File: config.mk
export PLATFORM = sky130hd
export DESIGN_NAME = pc_unit_ras
export DESIGN_NICKNAME = d
export VERILOG_FILES = /design/src/rtl/pc_unit_ras.sv
export SDC_FILE = /design/constraint.sdc
export NUM_CORES = 1
export LEC_CHECK = 0
export CAP_MARGIN = 20
export CORE_MARGIN = 2
export CORE_UTILIZATION = 50
export CTS_BUF_LIST = sky130_fd_sc_hd__clkbuf_2 sky130_fd_sc_hd__clkbuf_4 sky130_fd_sc_hd__clkbuf_8
export CTS_CLUSTER_SIZE = 28
export DETAILED_ROUTE_END_ITERATION = 8
export PLACE_DENSITY = 0.77
export SYNTH_ARGS = -nofsm -noshare
export SYNTH_HDL_FRONTEND = slang
export SYNTH_SLANG_ARGS = --single-unit
File: constraint.sdc
create_clock -name clk -period 3.25 [get_ports clk]
set_clock_uncertainty 0.1 [all_clocks]
set_input_delay 0.65 -clock clk [delete_from_list [all_inputs] [get_ports clk]]
set_output_delay 0.65 -clock clk [all_outputs]
set_load 0.02 [all_outputs]
File: src/rtl/pc_unit_ras.sv
// Fetch-stage program counter with exception entry/return and a circular
// return-address stack that predicts procedure returns and flags mispredictions.
module pc_unit_ras #(
  parameter int unsigned XLEN      = 32,
  parameter logic [XLEN-1:0] RESET_VEC = 32'h0000_0000,
  parameter logic [XLEN-1:0] EXC_VEC   = 32'h0000_0100,
  parameter int unsigned RAS_DEPTH = 4
) (
  input  logic            clk,
  input  logic            rst,
  input  logic            stall,
  input  logic            branch,
  input  logic            alu_branch,
  input  logic [XLEN-1:0] branch_offset,
  input  logic            jump,
  input  logic [XLEN-1:0] jump_addr,
  input  logic            call,
  input  logic            jr,
  input  logic [XLEN-1:0] jr_addr,
  input  logic            ret,
  input  logic            exception,
  input  logic            eret,
  output logic [XLEN-1:0] pc,
  output logic [XLEN-1:0] epc,
  output logic [XLEN-1:0] ras_top,
  output logic            ras_valid,
  output logic            ras_mispredict
);

  localparam int unsigned PW = (RAS_DEPTH > 1) ? $clog2(RAS_DEPTH) : 1;
  localparam int unsigned CW = $clog2(RAS_DEPTH + 1);

  localparam logic [XLEN-1:0] PC_STEP   = XLEN'(3'd4);
  localparam logic [XLEN-1:0] ZERO_WORD = XLEN'(1'b0);
  localparam logic [PW-1:0]   PTR_ONE   = PW'(1'b1);
  localparam logic [PW-1:0]   PTR_ZERO  = PW'(1'b0);
  localparam logic [CW-1:0]   CNT_ONE   = CW'(1'b1);
  localparam logic [CW-1:0]   CNT_ZERO  = CW'(1'b0);
  localparam logic [CW-1:0]   CNT_FULL  = CW'(RAS_DEPTH);

  // Every address that lands in the PC is word aligned.
  function automatic logic [XLEN-1:0] align_addr(input logic [XLEN-1:0] addr);
    return {addr[XLEN-1:2], 2'b00};
  endfunction

  logic [XLEN-1:0] pc_r, pc_n_s;
  logic [XLEN-1:0] epc_r, epc_n_s;
  logic [XLEN-1:0] ras_mem_r [RAS_DEPTH];
  logic [XLEN-1:0] ras_mem_n_s [RAS_DEPTH];
  logic [PW-1:0]   top_ptr_r, top_ptr_n_s;
  logic [CW-1:0]   count_r, count_n_s;
  logic [XLEN-1:0] ras_top_r, ras_top_n_s;
  logic            ras_valid_r, ras_valid_n_s;
  logic            mispredict_r, mispredict_n_s;
  logic [XLEN-1:0] link_addr_s;
  logic [XLEN-1:0] ret_target_s;
  logic            ras_empty_s;

  assign link_addr_s  = pc_r + PC_STEP;
  assign ret_target_s = align_addr(jr_addr);
  assign ras_empty_s  = (count_r == CNT_ZERO);

  // Next-state arbitration for PC, EPC and the return-address stack.
  always_comb begin
    pc_n_s         = link_addr_s;
    epc_n_s        = epc_r;
    ras_mem_n_s    = ras_mem_r;
    top_ptr_n_s    = top_ptr_r;
    count_n_s      = count_r;
    mispredict_n_s = 1'b0;

    if (exception) begin
      epc_n_s = pc_r;
      pc_n_s  = align_addr(EXC_VEC);
    end else if (eret) begin
      pc_n_s = align_addr(epc_r);
    end else if (stall) begin
      pc_n_s = pc_r;
    end else if (branch && alu_branch) begin
      pc_n_s = align_addr(pc_r + branch_offset + PC_STEP);
    end else if (jump) begin
      pc_n_s = align_addr(jump_addr);
      if (call) begin
        // A push on a full stack simply overwrites the oldest slot.
        top_ptr_n_s              = top_ptr_r + PTR_ONE;
        ras_mem_n_s[top_ptr_n_s] = align_addr(link_addr_s);
        if (count_r == CNT_FULL) begin
          count_n_s = CNT_FULL;
        end else begin
          count_n_s = count_r + CNT_ONE;
        end
      end else begin
        count_n_s = count_r;
      end
    end else if (jr) begin
      pc_n_s = ret_target_s;
      if (ret) begin
        if (ras_empty_s) begin
          mispredict_n_s = 1'b1;
        end else begin
          mispredict_n_s = (ras_mem_r[top_ptr_r] != ret_target_s);
          top_ptr_n_s    = top_ptr_r - PTR_ONE;
          count_n_s      = count_r - CNT_ONE;
        end
      end else begin
        mispredict_n_s = 1'b0;
      end
    end else begin
      pc_n_s = link_addr_s;
    end

    ras_valid_n_s = (count_n_s != CNT_ZERO);
    if (count_n_s == CNT_ZERO) begin
      ras_top_n_s = ZERO_WORD;
    end else begin
      ras_top_n_s = ras_mem_n_s[top_ptr_n_s];
    end
  end

  // State registers; reset overrides stall and exception.
  always_ff @(posedge clk) begin
    if (rst) begin
      pc_r         <= align_addr(RESET_VEC);
      epc_r        <= ZERO_WORD;
      top_ptr_r    <= PTR_ZERO;
      count_r      <= CNT_ZERO;
      ras_top_r    <= ZERO_WORD;
      ras_valid_r  <= 1'b0;
      mispredict_r <= 1'b0;
      for (int i = 0; i < RAS_DEPTH; i++) begin
        ras_mem_r[i] <= ZERO_WORD;
      end
    end else begin
      pc_r         <= pc_n_s;
      epc_r        <= epc_n_s;
      top_ptr_r    <= top_ptr_n_s;
      count_r      <= count_n_s;
      ras_top_r    <= ras_top_n_s;
      ras_valid_r  <= ras_valid_n_s;
      mispredict_r <= mispredict_n_s;
      for (int i = 0; i < RAS_DEPTH; i++) begin
        ras_mem_r[i] <= ras_mem_n_s[i];
      end
    end
  end

  assign pc             = pc_r;
  assign epc            = epc_r;
  assign ras_top        = ras_top_r;
  assign ras_valid      = ras_valid_r;
  assign ras_mispredict = mispredict_r;

endmodule

**Run 1: placed standard cells**

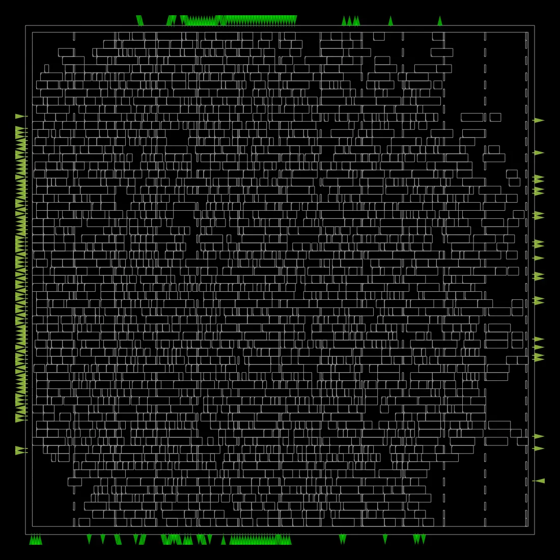
core area: 27630 sq um
flop share of the area: 0.2516
final std cells w/o fill: 2326
Flops: 231
num rows: 61

**Run 1: routed clock nets over the placement**

Bar = 50 um.
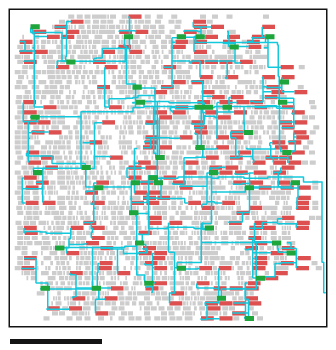
[clock wires] cyan | length: 3460 um
[flip-flops] red | count: 231
[cells driving clock nets] green | count: 41
routed clock nets	42
flops lie	widely spread

**Run 1: zoomed window**

Region (65, 31) to (105, 71) um. Cells in gray, sequential cells in the stronger gray; small squares are vias.
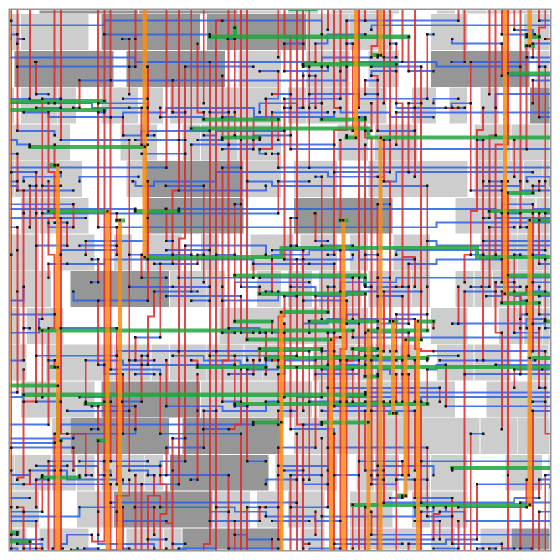
layer	color
met3	green
met4	orange
met2	red
met1	blue
cells with their middle in the window	138
sequential cells in the window	15
netlist names of flops here include	ras_mem_r (15)
most frequent	nor2_1 (21), a211oi_1 (19)

**Run 1: met3 routing**

Bar = 50 um.
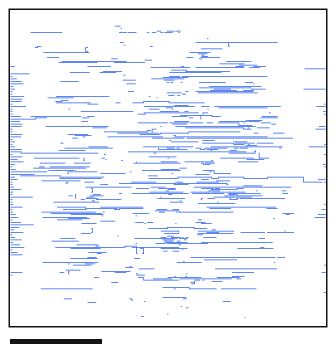
wire length on this layer	4860 um
main direction	horizontal
grt met3 use: 0.06708
total routed wirelength: 49.43 mm
Vias: 14520

==> flow_metrics.tcl, run 1 <==
# flow metrics
set metrics [dict create \
    status "completed" \
    gr-total-overflow 0 \
    clock_latency_ns 0.58 \
    initial_core_util 0.5042 \
    met3WireLength_mm 4.855 \
    finalCritPeriodShare 0.9821 \
    xor_share 0.05524 \
    edf_count 0 \
    top_cells_by_area "dfxtp_1 (33%), a211oi_1 (7.8%), nor2_1 (6.4%)" \
    warnings 36 \
    worst-slew-pin-transition_ns 0.9331 \
    cts_tree "done" \
    use_met1 0.4357 \
    p_comb_mw 1.32 \
    grt_pass1_vias 13892 \
    seq-power_mw 2.92 \
    cts_hold_buf 0 \
    r2r_cells 10 \
    cts-resized-gates 4 \
    ff2ff_setup_slack_ns 0.19 \
    crit_buf_inv 3 \
    num_antenna_cells 0 \
    cp_slowest_cell "o41a_1" \
    worstHoldStart "ras_mem_r[35]" \
    final_cell_area_sq_um 18390 \
    die_h_um 170.9 \
    yosysSeqAreaShare 0.3320 \
    cp-end-kind "flip-flop" \
    lay_top_count "nor2_1" \
    critPathArrivalTime_ns 3.54 \
    met2_length_mm 22.44 \
    buffer_area_frac 0.1911 \
    r2r_start "top_ptr_r[0]" \
    r2r_end "ras_top[3]" \
    drt_pre_antenna_iters 6 \
    min_path_cells 2 \
    drt_iter0_drc 1704 \
    avgSynthCellArea_sq_um 8.605 \
    synth_top_area_share 0.3320 \
    die_w_um 170.9 \
    ys.flop_type "dfxtp_1" \
    simple_gate_area_frac 0.1746 \
    fin_util 0.6655 \
    clkCellAreaFrac 0.04818 \
    grt_busiest_layer "met2" \
    fillers 2299 \
    fp_nets 1794 \
    synth_cell_types 83 \
    p_sw_mw 2.067 \
    holdWs_ns 0.3814 \
    required_ns 3.60 \
    rsz0062_at_grt "yes" \
    io_pins 205 \
    relSlewSlack 0.3735 \
    intPower_mw 5.123 \
    nNonClkInverters 32 \
    lay_top_cells "nor2_1 (236), dfxtp_1 (230), clkdlybuf4s50_1 (195)" \
    wire_per_inst_um 21.25 \
    yosys_cells 1619 \
    largest_class "logic gates" \
    drv_slew 0 \
    num_tap_cells 378 \
    viasPerCell 6.242 \
    ys_sh_mux 0.07724 \
    maxCapViolations 0 \
    logic_family "AND-OR/OR-AND gates" \
    criticalPathCategory "in2reg" \
    post_dp_cell_area_sq_um 17340 \
    ys_chip_area_sq_um 13930 \
    finalSetupTns_ns 0 \
    post_cts_buffers 3 \
]
-- run 1: sequential cells by signal, indices dropped and copies added, names as in the netlist --
name,flops
count_r,3
ras_mispredict,1
epc,32
ras_top,32
top_ptr_r,2
ras_valid,1
pc,32
ras_mem_r,128
-- run 1: how the worst max path moves through the flow --
stage	from	endpoint	cells after the start
floorplan	pc[2]	pc[25]	13
global placement	branch_offset[1]	pc[25]	12
detailed placement	branch_offset[1]	pc[27]	12
CTS	branch_offset[1]	pc[27]	13
global route	branch_offset[2]	pc[30]	15
finish	branch_offset[11]	pc[30]	13
==> run 2: changes to the inputs <==
==> constraint.sdc (replaced) <==
create_clock -name clk -period 2.73 [get_ports clk]
set_clock_uncertainty 0.1 [all_clocks]
set_input_delay 0.546 -clock clk [delete_from_list [all_inputs] [get_ports clk]]
set_output_delay 0.546 -clock clk [all_outputs]
set_load 0.02 [all_outputs]
**Run 2: zoomed window**

Region (65, 31) to (105, 71) um. Cells in gray, sequential cells in the stronger gray; small squares are vias.
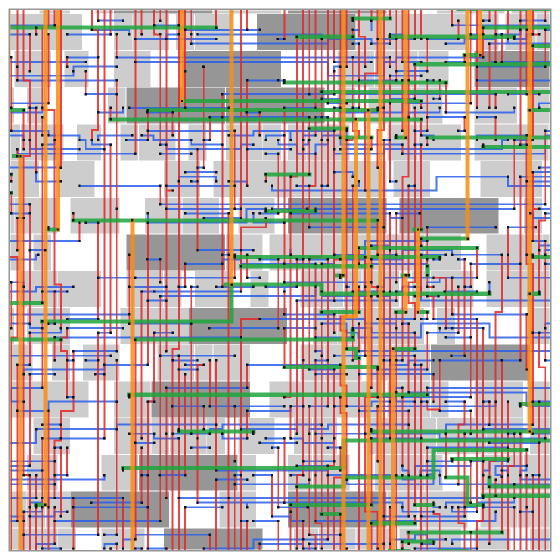
layer	color
met4	orange
met3	green
met2	red
met1	blue
most frequent	nor2_1 (23), a211oi_1 (21), buf_4 (18)
cells with their middle in the window	143
netlist names of flops here include	ras_mem_r (15)
sequential cells in the window	15

==> flow_metrics.tcl, run 2 <==
# flow metrics
set metrics [dict create \
    wl_mm 51.85 \
    worst-slew-pin-transition_ns 1.145 \
    ys.flop_type "dfxtp_1" \
    num_rows 61 \
    drv_slew 0 \
    lay_top_cells "buf_4 (238), nor2_1 (232), dfxtp_1 (219)" \
    die_h_um 170.9 \
    viasPerCell 6.222 \
    lay_top_count "buf_4" \
    synth_cell_types 83 \
    grt_busiest_layer "met2" \
    ys_chip_area_sq_um 13930 \
    largest_reg_flops 128 \
    intPower_mw 6.361 \
    setup_viol 9 \
    grt_use_met3 0.06431 \
    critPathArrivalTime_ns 3.24 \
    p_comb_mw 1.85 \
    met3WireLength_mm 5.073 \
    edf_count 0 \
    min_path_cells 2 \
    seq-power_mw 3.47 \
    ff2ff_setup_slack_ns -0.15 \
    finalCritPeriodShare 1.053 \
    fin_util 0.7189 \
    cp_slowest_cell "fa_2" \
    simple_gate_area_frac 0.1746 \
    io_pins 205 \
    post_cts_buffers 8 \
    synth_top_area_share 0.3320 \
    core_area_sq_um 27630 \
    criticalPathCategory "reg2reg" \
    fin_ws_ns -0.1458 \
    cp-end-kind "flip-flop" \
    r2r_end "pc[27]" \
    required_ns 3.09 \
    die_w_um 170.9 \
    num_antenna_cells 0 \
    violations "setup timing" \
    cts-resized-gates 66 \
    largest_class "logic gates" \
    avgSynthCellArea_sq_um 8.605 \
    top_cells_by_area "dfxtp_1 (33%), a211oi_1 (7.8%), nor2_1 (6.4%)" \
    r2r_cells 12 \
    use_met1 0.4414 \
    seq_area_frac 0.2338 \
    rsz0062_at_grt "yes" \
    clock_latency_ns 0.57 \
    grt_pass1_vias 14368 \
    met2_length_mm 23.54 \
    fp_nets 1794 \
    drt_pre_antenna_iters 6 \
    xor_share 0.05524 \
    post_dp_cell_area_sq_um 18130 \
    num_tap_cells 378 \
    worstHoldStart "rst" \
    drt_iter0_drc 1869 \
    logic_family "AND-OR/OR-AND gates" \
    relSlewSlack 0.2367 \
    ff_count 231 \
    p_sw_mw 2.600 \
    buffer_area_frac 0.2144 \
    status "finished with violations" \
    initial_core_util 0.5042 \
    largest-register "ras_mem_r" \
    nNonClkInverters 32 \
    wire_per_inst_um 21.47 \
]
-- run 2: cell counts after synthesis --
No cell type changed its count.
-- run 2: worst max-delay path by stage --
stage             end  slack [ns]              start  depth (start not counted)
2_1_floorplan  pc[26]       -0.27  branch_offset[13]                         11
3_3_place_gp   pc[26]       -0.90  branch_offset[12]                         11
3_5_place_dp   pc[26]       -0.87  branch_offset[12]                         11
4_1_cts        pc[27]       -0.14              pc[1]                         12
5_1_grt        pc[31]       -0.22              pc[1]                         12
6_report       pc[27]       -0.15              pc[1]                         12
-- run 2: stage by stage --
stage / setup TNS, ns / hold WS, ns
6_report: -0.8623 / 0.1459
4_1_cts: -0.6642 / 0.1333
3_3_place_gp: -58.19 / 0.3615
5_1_grt: -2.143 / 0.1426
3_5_place_dp: -68.88 / 0.3731
2_1_floorplan: -0.5089 / 0.3465
